===== config.mk =====
export PLATFORM = sky130hd
export DESIGN_NAME = rcc_bus_busy_gen
export DESIGN_NICKNAME = d
export VERILOG_FILES = /design/src/rtl/rcc_bus_busy_gen.sv
export SDC_FILE = /design/constraint.sdc
export NUM_CORES = 1
export LEC_CHECK = 0
export ABC_AREA = 1
export CELL_PAD_IN_SITES_DETAIL_PLACEMENT = 1
export CELL_PAD_IN_SITES_GLOBAL_PLACEMENT = 1
export CORE_MARGIN = 3
export CORE_UTILIZATION = 38
export CTS_BUF_LIST = sky130_fd_sc_hd__clkbuf_16
export DETAILED_ROUTE_END_ITERATION = 12
export GPL_TIMING_DRIVEN = 0
export PLACE_DENSITY = 0.87
export SYNTH_ARGS = -nofsm -noshare
export SYNTH_HDL_FRONTEND = slang
export SYNTH_SLANG_ARGS = --single-unit

===== constraint.sdc =====
create_clock -name clk_in -period 2 [get_ports clk_in]
set_input_delay 0.2 -clock clk_in [delete_from_list [all_inputs] [get_ports clk_in]]
set_output_delay 0.2 -clock clk_in [all_outputs]
set_load 0.02 [all_outputs]

===== src/rtl/rcc_bus_busy_gen.sv =====
`default_nettype none
// ============================================================================
//  Module      : rcc_bus_busy_gen
//  Description : Bus-bridge activity tracker for the RCC clock gating logic.
//                Counts outstanding bus transactions. It drains the bridge
//                on a low-power request, holds for a programmable number of
//                cycles after the drain, and then acknowledges that the
//                bridge clock may be stopped.
//  Revision    : 1.0 - initial release
// ----------------------------------------------------------------------------
//  Parameters
//    CNT_W         width of the outstanding-transaction counter (2..8)
//    HOLD_CYC      post-drain hold length in cycles (1..15)
//  Ports
//    clk_in        bridge-side bus clock (gated bridge clock)
//    sys_rst       asynchronous active-high reset
//    txn_start     a bus transaction is presented this cycle
//    txn_done      one outstanding transaction completed this cycle
//    lp_req        low-power request (deep-sleep combination)
//    txn_stall     new transactions blocked, hold upstream
//    busy          registered busy, feeds the matching rcc_sys_clk_gen input
//    lp_ack        bridge drained, its clock may be stopped
//    outstanding   current outstanding-transaction count
//    err_overflow  sticky: start accepted while the counter was saturated
//    err_underflow sticky: done received while the count was 0
// ============================================================================
module rcc_bus_busy_gen #(
    parameter int CNT_W    = 4,
    parameter int HOLD_CYC = 3
) (
    input  logic             clk_in,
    input  logic             sys_rst,
    input  logic             txn_start,
    input  logic             txn_done,
    input  logic             lp_req,
    output logic             txn_stall,
    output logic             busy,
    output logic             lp_ack,
    output logic [CNT_W-1:0] outstanding,
    output logic             err_overflow,
    output logic             err_underflow
);

    typedef enum logic [1:0] {
        ST_RUN     = 2'd0,
        ST_DRAIN   = 2'd1,
        ST_HOLD    = 2'd2,
        ST_STOPPED = 2'd3
    } state_t;

    localparam logic [CNT_W-1:0] c_cnt_max   = {CNT_W{1'b1}};
    localparam logic [CNT_W-1:0] c_cnt_zero  = '0;
    localparam logic [3:0]       c_hold_load = 4'(HOLD_CYC);

    state_t           r_state;
    state_t           w_state_nxt;
    logic [CNT_W-1:0] r_count;
    logic [CNT_W-1:0] w_count_nxt;
    logic [3:0]       r_timer;
    logic [3:0]       w_timer_nxt;
    logic             r_busy;
    logic             r_ovf;
    logic             r_unf;
    logic             w_ovf_set;
    logic             w_unf_set;
    logic             w_accept;
    logic             w_inc;
    logic             w_dec;

    // ------------------------------------------------------------------
    // Outstanding counter. Starts are only accepted while the bridge is
    // in RUN; a start paired with a done in the same cycle cancels out.
    // Dones are still counted in DRAIN/HOLD/STOPPED so that a stray done
    // after the drain shows up as an underflow.
    // ------------------------------------------------------------------
    assign w_accept = txn_start && (r_state == ST_RUN);
    assign w_inc    = w_accept && !txn_done;
    assign w_dec    = txn_done && !w_accept;

    always_comb begin
        w_count_nxt = r_count;
        w_ovf_set   = 1'b0;
        w_unf_set   = 1'b0;
        if (w_inc) begin
            if (r_count == c_cnt_max) begin
                w_ovf_set = 1'b1;
            end else begin
                w_count_nxt = r_count + 1'b1;
            end
        end else if (w_dec) begin
            if (r_count == c_cnt_zero) begin
                w_unf_set = 1'b1;
            end else begin
                w_count_nxt = r_count - 1'b1;
            end
        end
    end

    // ------------------------------------------------------------------
    // Low-power sequencing: next-state and hold timer. A deasserted
    // lp_req always wins and returns the bridge to RUN. DRAIN looks at
    // the registered count, so the drain completes one cycle after the
    // last done has been counted.
    // ------------------------------------------------------------------
    always_comb begin
        w_state_nxt = r_state;
        w_timer_nxt = 4'd0;
        case (r_state)
            ST_RUN: begin
                if (lp_req) begin
                    w_state_nxt = ST_DRAIN;
                end
            end
            ST_DRAIN: begin
                if (!lp_req) begin
                    w_state_nxt = ST_RUN;
                end else if (r_count == c_cnt_zero) begin
                    w_state_nxt = ST_HOLD;
                    w_timer_nxt = c_hold_load;
                end
            end
            ST_HOLD: begin
                if (!lp_req) begin
                    w_state_nxt = ST_RUN;
                end else if (r_timer == 4'd1) begin
                    w_state_nxt = ST_STOPPED;
                end else begin
                    w_state_nxt = ST_HOLD;
                    w_timer_nxt = r_timer - 4'd1;
                end
            end
            ST_STOPPED: begin
                if (!lp_req) begin
                    w_state_nxt = ST_RUN;
                end
            end
            default: begin
                w_state_nxt = ST_RUN;
            end
        endcase
    end

    // ------------------------------------------------------------------
    // State register and datapath registers.
    // ------------------------------------------------------------------
    always_ff @(posedge clk_in or posedge sys_rst) begin
        if (sys_rst) begin
            r_state <= ST_RUN;
            r_count <= '0;
            r_timer <= 4'd0;
            r_busy  <= 1'b0;
            r_ovf   <= 1'b0;
            r_unf   <= 1'b0;
        end else begin
            r_state <= w_state_nxt;
            r_count <= w_count_nxt;
            r_timer <= w_timer_nxt;
            // busy looks ahead at the next count/state so it lines up with
            // the registered outputs it summarises.
            r_busy  <= (w_count_nxt != c_cnt_zero) ||
                       (w_state_nxt == ST_DRAIN) ||
                       (w_state_nxt == ST_HOLD);
            r_ovf   <= r_ovf || w_ovf_set;
            r_unf   <= r_unf || w_unf_set;
        end
    end

    // ------------------------------------------------------------------
    // Outputs, all decoded from registered state.
    // ------------------------------------------------------------------
    assign txn_stall     = (r_state != ST_RUN);
    assign lp_ack        = (r_state == ST_STOPPED);
    assign busy          = r_busy;
    assign outstanding   = r_count;
    assign err_overflow  = r_ovf;
    assign err_underflow = r_unf;

endmodule
`default_nettype wire


### M1 wires

Bar = 20 um. Cells faint in the background.
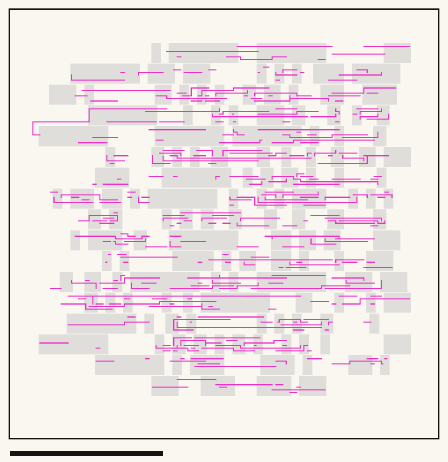
The layer carries 1120 um of wire. The layer holds 44% of the routed length. The wires run mostly horizontal.

### The metal 2 layer

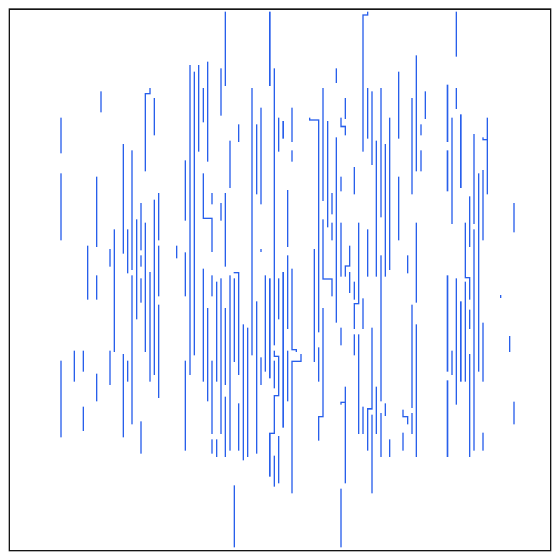
135 nets have wire on it. The layer carries 1310 um of wire. The longest straight run is 32.0 um. The layer holds 52% of the routed length. The wires run mostly vertical.

### The metal 3 layer

Bar = 20 um.
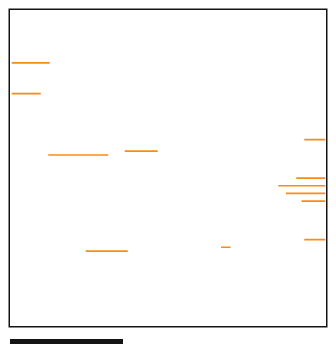
The longest straight run is 10.3 um. The layer holds 2.6% of the routed length. The layer carries 65.8 um of wire. The wires run mostly horizontal.

==> out/results.md <==
| Item | Reported |
| --- | --- |
| Cell with the largest stage delay on the worst path | sky130_fd_sc_hd__clkdlybuf4s50_1 |
| Detailed Routing Iterations Pass 1 | 4 |
| Final critical delay including setup and external delays | 1840 ps |
| Clock sinks | 13 |
| CLK BUF | 3 |
| Placed cells | 170 |
| Num tapcells | 28 |
| Register share of total power | 24.3% |
| Type of the setup path with the least slack | register to primary output |
| Fraction of the core area occupied by cells at floorplan | 41.2% |
| FF+latch count, synth | 13 |
| Largest stage delay on the critical path | 590 ps |
| DR WL/cell | 14.5 um |
| Post-CTS Setup Bufs | 0 |
| Sort of element at the end of the critical path | primary output |
| Setup TNS Final | 0 ps |
| Crit start category | register |
| Mean area per synthesized cell | 7.34 sq um |
| Clock H-tree levels | 1 |
| Routability congestion estimate | 0.763 |
| Headroom to the max-slew limit | 66.2% |
| Core footprint | 2300 sq um |
| Setup repair after global routing missed its margin | false |
| Worst-path cell chain | inv_1, ha_2, inv_1, clkdlybuf4s50_1 |
| Vias per inst | 4.95 |
| Number of nets in the synthesized netlist | 143 |
| Non-CTS inverters | 24 |
| Final hold vios | 0 |
| Clock Skews | 1.59 ps |
| Reg area | 325 sq um |
| Sw Ratio | 44.7% |
| Outcome | finished, final reports clean |
| Multi-input logic area | 528 sq um |
Power figures rest on the tool's default switching activity, not on a simulated workload.
